==> config.mk <==
export PLATFORM = sky130hd
export DESIGN_NAME = scan_capture_flat
export DESIGN_NICKNAME = d
export VERILOG_FILES = /design/src/rtl/scan_capture_if.sv /design/src/rtl/scan_capture.sv /design/src/flat_wrapper.sv
export SDC_FILE = /design/constraint.sdc
export NUM_CORES = 1
export LEC_CHECK = 0
export CAP_MARGIN = 25
export CORE_ASPECT_RATIO = 1.2
export CORE_MARGIN = 2
export CORE_UTILIZATION = 45
export CTS_BUF_LIST = sky130_fd_sc_hd__clkbuf_2
export DETAILED_ROUTE_END_ITERATION = 10
export PLACE_DENSITY_LB_ADDON = 0.3
export RECOVER_POWER = 25
export SLEW_MARGIN = 20
export SYNTH_ARGS = -nofsm -noshare
export SYNTH_HDL_FRONTEND = slang
export SYNTH_SLANG_ARGS = --single-unit
==> constraint.sdc <==
create_clock -name CLOCK_50 -period 3.7 [get_ports CLOCK_50]
set_clock_uncertainty 0.15 [all_clocks]
set_input_delay 0.37 -clock CLOCK_50 [delete_from_list [all_inputs] [get_ports CLOCK_50]]
set_output_delay 0.37 -clock CLOCK_50 [all_outputs]
set_load 0.1 [all_outputs]
Figure 1. The metal 2 layer.
Bar = 20 µm.
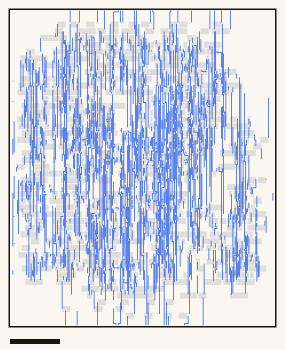
- share of all routed wire: 50%
- longest straight run: 56.6 µm
Routed Wire Length: 16700 µm
met2 Usage GRT: 44.3%
via count: 5102

Figure 2. Routing congestion map.
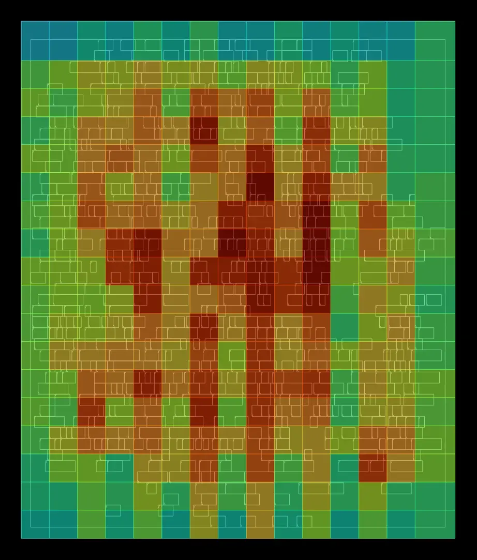
wire length per cell: 19.2 µm
most used routing layer: met2
global-route met1 utilization: 30.1%
grt met3 use: 5.81%
Final Core Density: 53.5%

Figure 3. Signal wires on met3.
Bar = 20 µm.
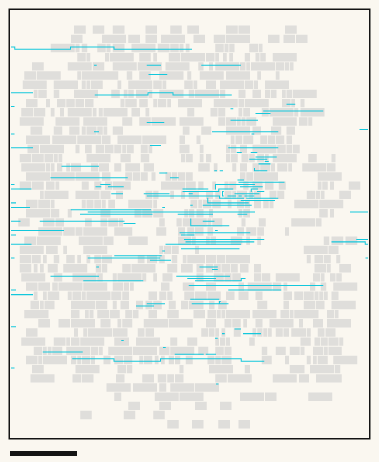
- wire length on this layer: 1060 µm
- main direction: horizontal
- nets with wire on the layer: 87
- longest straight run: 49.2 µm
- share of all routed wire: 6.4%

Figure 4. The metal 4 layer.
Bar = 20 µm.
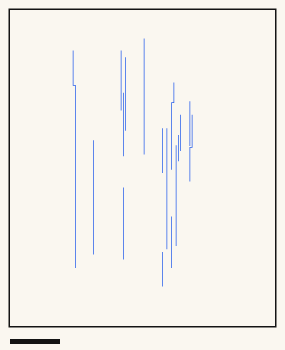
- main direction: vertical
- share of all routed wire: 3.2%
- nets with wire on the layer: 14
- wire length on this layer: 532 µm

==> out/results.env <==
RESULT_OF_THE_RUN='finished, violations left'
FAILED_CHECKS='capacitance limit, slew limit'
PLACED_AREA_UM2=6280
ANTENNA_LEFT=0
CLOCK_PIN_SLEW_ON_THE_WORST_SETUP_AND_HOLD_PATHS_NS=0.19
REG2REG_SETUP_SLACK_NS=0.98
CP.REQUIRED_NS=3.18
SYN-INSTANCE-COUNT=656
YOSYS.CELL_TYPES.COUNT=66
HTREE_NUM_LEVELS=4
FINALMAXSLEWVIOLATIONS=36
SYNTH_FLOP_COUNT=119
AREA_GROWTH_SYN_TO_LAYOUT_PCT=14.9
NUM_ANTENNA_CELLS=0
AREA_REPORTED_BY_YOSYS_STAT_UM2=5660
CRITICAL_PATH_DEPTH=1
WORSTREGTOREGCELLS=9
MOST_USED_STANDARD_CELLS_IN_THE_SYNTHESIZED_NETLIST='dfxtp_1 (119), nand2_1 (118), clkbuf_1 (41)'
WORSTHOLDPATHTYPE='in -> reg'
GRT_START_MAX_NET_PINS=41
YS.FLOP_TYPE='dfxtp_1'
CATEGORY_OF_THE_MOST_CRITICAL_SETUP_PATH='reg -> out'
FP.COREAREA_UM2=12200
CTS_RESIZED=0
FIRSTDRTPASSITERS=7
CP-START-KIND='flip-flop'
FINAL_TOTAL_PWR_mW=2.24
NUMBER_OF_CELLS_IN_THE_YOSYS_SYNTHESIS_REPORT=656
SYNTH_DOMINANT_CELL_COUNT='dfxtp_1'
NUMBER_OF_WARNINGS_THE_TOOLS_REPORTED=27
FINALSETUPVIOLATIONS=0
SEQ_AREA_FRAC_SYNTH_PCT=42.1
CAP_VIOL_MAX_COUNT=1
PORT_BUFFERS=53
WORST_SKEW_PAIR.LATE_LATENCY_NS=0.74
GP_CONGESTION=1.06
VIA_PER_INSTANCE_RATIO=5.86
GRT_ANTENNA_BEFORE_REPAIR=0
EDF_COUNT=0
SYNTHARSTFLOPSHARE_PCT=0
-- cells by family after synthesis --
logic type	Yosys count	share of synthesized area (%)
simple gates	236	20.9
compound gates	194	26.0
flops	119	42.1
buf+inv	78	6.41
xor+xnor	25	3.87
fa+ha+maj	3	0.619
mux	1	0.177
-- metrics by stage --
stage                     setup WS (ns)  std cells  hold WS [ns]
after CTS                         0.802        870        0.0663
final                             0.854        870         0.139
after floorplan                    1.14        656         0.305
after global routing              0.750        870         0.100
after detailed placement          0.400        837         0.319
after global placement            0.516        837         0.309
-- cell usage in the layout, fill, tap and decap left out, types with 19 or more instances in the layout --
master,netlist,final
a32oi_1,21,21
nor2_1,21,21
o21ai_0,20,20
clkdlybuf4s50_1,0,52
inv_1,26,26
nand2_1,118,118
dfxtp_1,119,119
nor2b_1,36,36
a21boi_0,38,38
a21oi_1,19,19
o211a_1,26,26
-- metal layers --
| layer | track usage [%] | vias to the layer above | part of all wire (%) |
|---|---|---|---|
| li1 | - | 2400 | - |
| met1 | 30.1 | 2463 | 40 |
| met2 | 44.3 | 197 | 50 |
| met3 | 5.81 | 42 | 6.4 |
| met4 | 12.2 | 0 | 3.2 |
| met5 | 0 | - | 0 |
-- what timing repair did --
item                                    4_1_cts  5_1_grt
hold buffers                                  1        0
buffers inserted                              0        0
endpoints found under the hold margin         2        0
endpoints found under the setup margin        0        0
-- final cells by class --
cell class | count | area, µm² | share of cell area, %
multi-input cells | 459 | 2920 | 44.8
clock inverters | 14 | 130 | 2.00
flip-flops and latches | 119 | 2380 | 36.6
repair buffers | 73 | 687 | 10.6
well taps | 161 | 201 | 3.10
inverters | 26 | 97.6 | 1.50
clock buffers | 18 | 90.1 | 1.38
-- power breakdown --
part / internal (mW) / switching, mW / leakage (nW)
sequential: 1.29 / 0.00303 / 0.959
clock: 0.245 / 0.542 / 0.111
combinational: 0.0578 / 0.101 / 1.39
Power is estimated from default activity; no workload was simulated.
